--- src/rtl/uart_tx_param_if.sv ---
// uart_tx_param_if: valid/ready word handshake between a byte source and the UART transmitter.
interface uart_tx_param_if #(
  parameter int unsigned DATA_BITS = 8
);

  logic                 tx_valid;
  logic [DATA_BITS-1:0] tx_byte;
  logic                 tx_ready;

  // Source side: offers words, observes holding-register space
  modport master (
    output tx_valid,
    output tx_byte,
    input  tx_ready
  );

  // Transmitter side: accepts words when its holding register is empty
  modport slave (
    input  tx_valid,
    input  tx_byte,
    output tx_ready
  );

endinterface

--- src/rtl/uart_tx_param.sv ---
// uart_tx_param: parametrised UART transmitter (DATA_BITS data, STOP_BITS stop, LSB first)
// with a one-entry holding register so consecutive frames leave with no idle gap.
// Optional parity bit after the data bits: define UART_TX_PARITY_EN (sense set by PARITY_ODD).
// CLKS_PER_BIT = CLK_HZ / BAUD must be at least 2.
module uart_tx_param #(
  parameter int unsigned CLK_HZ     = 12_000_000,
  parameter int unsigned BAUD       = 9600,
  parameter int unsigned DATA_BITS  = 8,
  parameter int unsigned STOP_BITS  = 1,
  parameter bit          PARITY_ODD = 1'b0
) (
  input  logic          clk,
  input  logic          rst_n,
  uart_tx_param_if.slave bus,
  output logic          tx_data,
  output logic          busy,
  output logic          done
);

  localparam int unsigned CLKS_PER_BIT = CLK_HZ / BAUD;
  localparam int unsigned CNT_W        = (CLKS_PER_BIT > 1) ? $clog2(CLKS_PER_BIT) : 1;
  localparam int unsigned IDX_W        = $clog2(DATA_BITS);
  localparam logic [CNT_W-1:0] CNT_LAST = CNT_W'(CLKS_PER_BIT - 1);
  localparam logic [IDX_W-1:0] IDX_LAST = IDX_W'(DATA_BITS - 1);

`ifdef UART_TX_PARITY_EN
  typedef enum logic [2:0] {
    S_IDLE   = 3'd0,
    S_START  = 3'd1,
    S_DATA   = 3'd2,
    S_PARITY = 3'd3,
    S_STOP   = 3'd4
  } state_t;
`else
  typedef enum logic [1:0] {
    S_IDLE  = 2'd0,
    S_START = 2'd1,
    S_DATA  = 2'd2,
    S_STOP  = 2'd3
  } state_t;
`endif

  state_t state;
  state_t state_nxt;

  // Datapath state
  logic [CNT_W-1:0]     bit_cnt;
  logic [CNT_W-1:0]     bit_cnt_nxt;
  logic [IDX_W-1:0]     idx;
  logic [IDX_W-1:0]     idx_nxt;
  logic                 stop_idx;
  logic                 stop_idx_nxt;
  logic [DATA_BITS-1:0] shift;
  logic [DATA_BITS-1:0] shift_nxt;
  logic [DATA_BITS-1:0] hold;
  logic [DATA_BITS-1:0] hold_nxt;
  logic                 ready_nxt;

`ifdef UART_TX_PARITY_EN
  logic parity;
  logic parity_nxt;
`else
  logic unused_parity_odd;
  assign unused_parity_odd = PARITY_ODD;
`endif

  // Output next-values
  logic tx_data_nxt;
  logic busy_nxt;
  logic done_nxt;

  // Decoded events
  logic hold_full;
  logic accept;
  logic bit_end;
  logic data_last;
  logic stop_last;
  logic frame_end;
  logic load;

  assign hold_full = !bus.tx_ready;
  assign accept    = bus.tx_valid && bus.tx_ready;
  assign bit_end   = (bit_cnt == CNT_LAST);
  assign data_last = (state == S_DATA) && bit_end && (idx == IDX_LAST);
  assign stop_last = (STOP_BITS == 1) || stop_idx;
  assign frame_end = (state == S_STOP) && bit_end && stop_last;
  // The held word moves to the shifter when idle, or straight after the last stop bit
  assign load      = hold_full && ((state == S_IDLE) || frame_end);

  // State register
  always_ff @(posedge clk or negedge rst_n) begin
    if (!rst_n) begin
      state <= S_IDLE;
    end else begin
      state <= state_nxt;
    end
  end

  // Next-state logic: IDLE -> START -> DATA -> [PARITY] -> STOP -> IDLE or START
  always_comb begin
    state_nxt = state;
    case (state)
      S_IDLE: begin
        if (hold_full) state_nxt = S_START;
      end
      S_START: begin
        if (bit_end) state_nxt = S_DATA;
      end
      S_DATA: begin
`ifdef UART_TX_PARITY_EN
        if (data_last) state_nxt = S_PARITY;
`else
        if (data_last) state_nxt = S_STOP;
`endif
      end
`ifdef UART_TX_PARITY_EN
      S_PARITY: begin
        if (bit_end) state_nxt = S_STOP;
      end
`endif
      S_STOP: begin
        if (frame_end) state_nxt = hold_full ? S_START : S_IDLE;
      end
      default: state_nxt = S_IDLE;
    endcase
  end

  // Datapath next-values: bit timer, data index, stop index, shifter and holding register
  always_comb begin
    bit_cnt_nxt  = bit_cnt;
    idx_nxt      = idx;
    stop_idx_nxt = stop_idx;
    shift_nxt    = shift;
    hold_nxt     = hold;
    ready_nxt    = bus.tx_ready;
`ifdef UART_TX_PARITY_EN
    parity_nxt   = parity;
`endif

    if (state == S_IDLE) begin
      bit_cnt_nxt = '0;
    end else if (bit_end) begin
      bit_cnt_nxt = '0;
    end else begin
      bit_cnt_nxt = bit_cnt + CNT_W'(1);
    end

    if ((state == S_DATA) && bit_end) begin
      if (idx == IDX_LAST) begin
        idx_nxt = '0;
      end else begin
        idx_nxt   = idx + IDX_W'(1);
        shift_nxt = shift >> 1;
      end
    end

    if ((state == S_STOP) && bit_end) begin
      stop_idx_nxt = stop_last ? 1'b0 : 1'b1;
    end

    if (load) begin
      shift_nxt  = hold;
      ready_nxt  = 1'b1;
`ifdef UART_TX_PARITY_EN
      parity_nxt = (^hold) ^ PARITY_ODD;
`endif
    end

    // Only possible while the holding register is empty, so never collides with load
    if (accept) begin
      hold_nxt  = bus.tx_byte;
      ready_nxt = 1'b0;
    end
  end

  // Datapath registers
  always_ff @(posedge clk or negedge rst_n) begin
    if (!rst_n) begin
      bit_cnt  <= '0;
      idx      <= '0;
      stop_idx <= 1'b0;
      shift    <= '0;
      hold     <= '0;
`ifdef UART_TX_PARITY_EN
      parity   <= 1'b0;
`endif
    end else begin
      bit_cnt  <= bit_cnt_nxt;
      idx      <= idx_nxt;
      stop_idx <= stop_idx_nxt;
      shift    <= shift_nxt;
      hold     <= hold_nxt;
`ifdef UART_TX_PARITY_EN
      parity   <= parity_nxt;
`endif
    end
  end

  // Output decode from the upcoming state so the line changes on the same edge as the state
  always_comb begin
    tx_data_nxt = 1'b1;
    busy_nxt    = (state_nxt != S_IDLE);
    done_nxt    = frame_end;
    case (state_nxt)
      S_START:  tx_data_nxt = 1'b0;
      S_DATA:   tx_data_nxt = shift_nxt[0];
`ifdef UART_TX_PARITY_EN
      S_PARITY: tx_data_nxt = parity_nxt;
`endif
      default:  tx_data_nxt = 1'b1;
    endcase
  end

  // Output registers; reset drives the line idle immediately
  always_ff @(posedge clk or negedge rst_n) begin
    if (!rst_n) begin
      tx_data      <= 1'b1;
      busy         <= 1'b0;
      done         <= 1'b0;
      bus.tx_ready <= 1'b1;
    end else begin
      tx_data      <= tx_data_nxt;
      busy         <= busy_nxt;
      done         <= done_nxt;
      bus.tx_ready <= ready_nxt;
    end
  end

endmodule
--- src/flat_wrapper.sv ---
// flat-port wrapper written by rule: the top's interface ports become plain ports
module uart_tx_param_flat 
#(
  parameter int unsigned CLK_HZ     = 12_000_000,
  parameter int unsigned BAUD       = 9600,
  parameter int unsigned DATA_BITS  = 8,
  parameter int unsigned STOP_BITS  = 1,
  parameter bit          PARITY_ODD = 1'b0
)
  (clk, rst_n, tx_data, busy, done, bus_tx_valid, bus_tx_byte, bus_tx_ready);
  uart_tx_param_if #(.DATA_BITS(DATA_BITS)) bus_i ();
  input  logic clk;
  input  logic rst_n;
  output logic tx_data;
  output logic busy;
  output logic done;
  input wire logic [$bits(bus_i.tx_valid)-1:0] bus_tx_valid;
  input wire logic [$bits(bus_i.tx_byte)-1:0] bus_tx_byte;
  output wire logic [$bits(bus_i.tx_ready)-1:0] bus_tx_ready;
  assign bus_i.tx_valid = bus_tx_valid;
  assign bus_i.tx_byte = bus_tx_byte;
  assign bus_tx_ready = bus_i.tx_ready;
  uart_tx_param #(.CLK_HZ(CLK_HZ), .BAUD(BAUD), .DATA_BITS(DATA_BITS), .STOP_BITS(STOP_BITS), .PARITY_ODD(PARITY_ODD)) u_core (.clk(clk), .rst_n(rst_n), .bus(bus_i), .tx_data(tx_data), .busy(busy), .done(done));
endmodule
--- config.mk ---
export PLATFORM = sky130hd
export DESIGN_NAME = uart_tx_param_flat
export DESIGN_NICKNAME = d
export VERILOG_FILES = /design/src/rtl/uart_tx_param_if.sv /design/src/rtl/uart_tx_param.sv /design/src/flat_wrapper.sv
export SDC_FILE = /design/constraint.sdc
export NUM_CORES = 1
export LEC_CHECK = 0
export CORE_MARGIN = 2
export CORE_UTILIZATION = 49
export CTS_BUF_LIST = sky130_fd_sc_hd__clkbuf_8
export DETAILED_ROUTE_END_ITERATION = 10
export PLACE_DENSITY = 0.7
export SLEW_MARGIN = 0
export SYNTH_ARGS = -nofsm -noshare
export SYNTH_HDL_FRONTEND = slang
export SYNTH_SLANG_ARGS = --single-unit
--- constraint.sdc ---
create_clock -name clk -period 3 [get_ports clk]
set_input_delay 0.75 -clock clk [delete_from_list [all_inputs] [get_ports clk]]
set_output_delay 0.75 -clock clk [all_outputs]
set_load 0.005 [all_outputs]
==> images/floorplan.png <==
Pins as bars on the die edge.
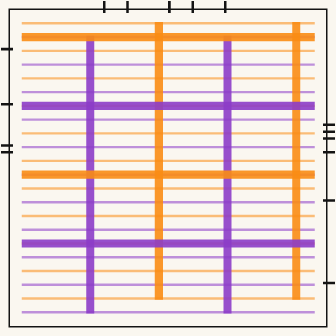
VDD: marked orange. VSS: marked purple.
4 straps on met5. 4 straps on met4. 15 signal pins sit on the boundary. The core has 21 rows.
Die W: 62.5 um
core footprint: 3310 um^2

==> images/class_map.png <==
The bar under the picture is 20 um long.
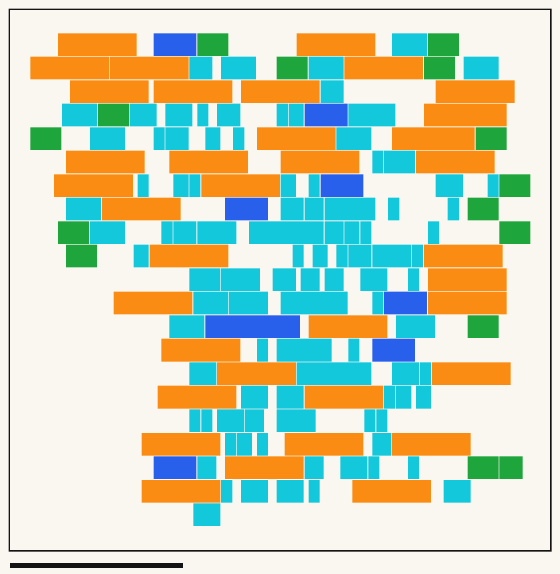
remaining logic cells: marked cyan, cells 98, share of their area 39%. remaining buffers and delay cells: marked green, cells 15, share of their area 7.7%. sequential cells: marked orange, cells 36, share of their area 47%. clock drivers and dummy loads: marked blue, cells 8, share of their area 6.6%.
fin util: 59.8%
Seq area share: 45.7%
Core Rows: 21
cell area after layout: 1980 um^2

==> images/clock_wires.png <==
The bar under the picture is 20 um long.
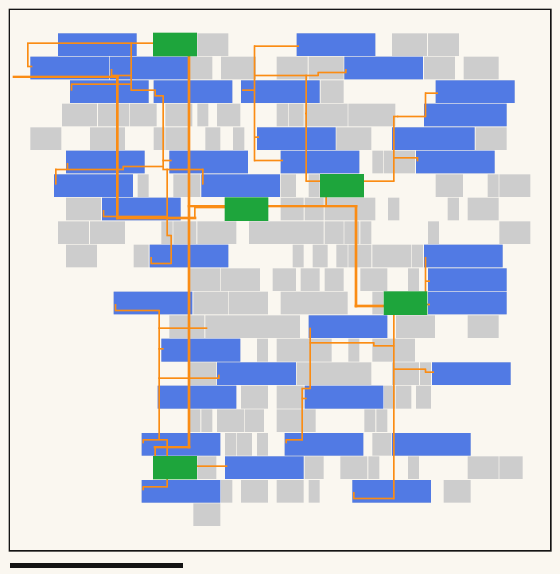
flip-flops: marked blue, count 36. clock-net drivers: marked green, count 5. clock wires: marked orange, length 429 um.
There are 6 routed clock nets.
worst clock skew: 0.0101 ns
Clk power: 0.461 mW
clk_lat worst skew: 0.29 ns
Clock power frac: 41.2%

==> impl_metrics.toml <==
# generated from flow reports
[power_and_ir_drop]
pwr_density_cell_nw_per_um2 = 566
power_mw = 1.12
power_leader = "registers"
combPwrFrac_pct = 7.3
switchingPower_mw = 0.228
leakagePower_nw = 0.867

[timing]
tightest_slew_ns = 0.456
whs_ns = 0.480
setup_violations = 0
hold_viol = 0
maxSlewViolCount = 0
min_period_ns = 2.18

[critical_path]
end_kind = "flop"
crit_end = "u_core.shift[0]"
rrSetupSlack_ns = 0.82
criticalPathCategory = "reg -> reg"
start_kind = "flop"

[min_path]
whs_path_depth = 1

[synthesis]
fa_ha_area_share_pct = 2.99
syn_area_per_cell_um2 = 12.1
ys_sh_xor_pct = 5.23
netlist_area_um2 = 1680
ys.flops = 36
ys_sh_aoi_pct = 7.47

[drt]
route.met2.wl_um = 1250
wl_met3_um = 115

[cells_and_area]
finalNonFillerCells = 203
lay_top_cells = "dfrtp_1, nand2_1, nor2_1, clkdlybuf4s50_1, mux2_2"
syn_to_final_growth_pct = 18.1
nNetsFinal = 171
final_common_cell = "dfrtp_1"
seq_area_um2 = 903

[flow_run]
tool_warnings = 27
maxCapViolCount = 0

[place]
gp_congestion = 0.769

[cts]
tritoncts = "done"
clkTransAtPathRegs_ns = 0.07

[run_status]
run_status = "finished clean"

[grt]
grtUsageMet3_pct = 4.14
grt_pass1_wl_um = 4980
met1_usage_pct = 21.8
==> images/layers.png <==
Two of the layers only.
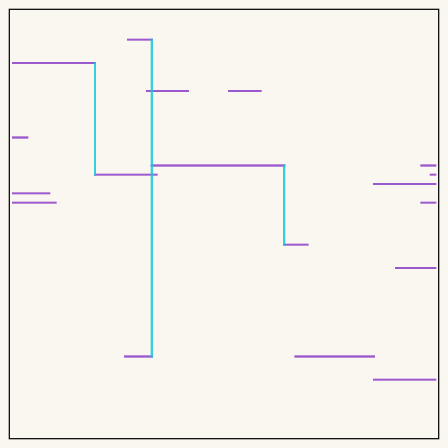
M4: marked cyan, wire length 74.1 um. M3: marked purple, wire length 115 um.
total track usage: 16.4%
vias: 1054
DR WL/cell: 13.6 um

==> images/clock_nets.png <==
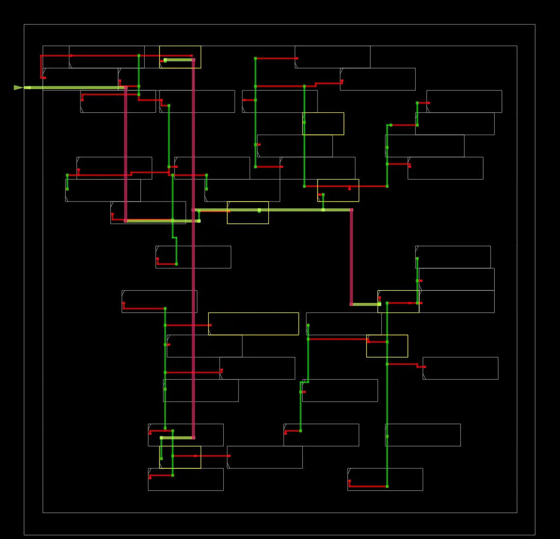
Clock Sinks: 36
Flops: 36
total CTS buffers: 5
Clock buffer cells: 7

registers in the layout, indices dropped and copies added (netlist names):
register / cells
u_core.shift: 8
u_core.done: 1
u_core.hold: 8
u_core.bus.tx_ready: 1
u_core.tx_data: 1
u_core.idx: 3
u_core.busy: 1
u_core.state: 2
u_core.bit_cnt: 11
cell type report:
type                    instances  share of cell area (%)
clock buffers                   7                    4.87
clock inverters                 1                    1.52
inverters                       4                   0.759
multi-input cells              94                    36.8
flip-flops and latches         36                    45.7
well taps                      46                    2.91
repair buffers                 15                    7.46
critical path, stage by stage, from the launching register on:
cell and delay, ns:
dfrtp_1 0.41, inv_1 0.07, ha_1 0.15, nor4b_4 0.38, nand4_1 0.25, a21oi_4 0.41
mux2_2 0.39
Power and IR drop assume default switching activity.
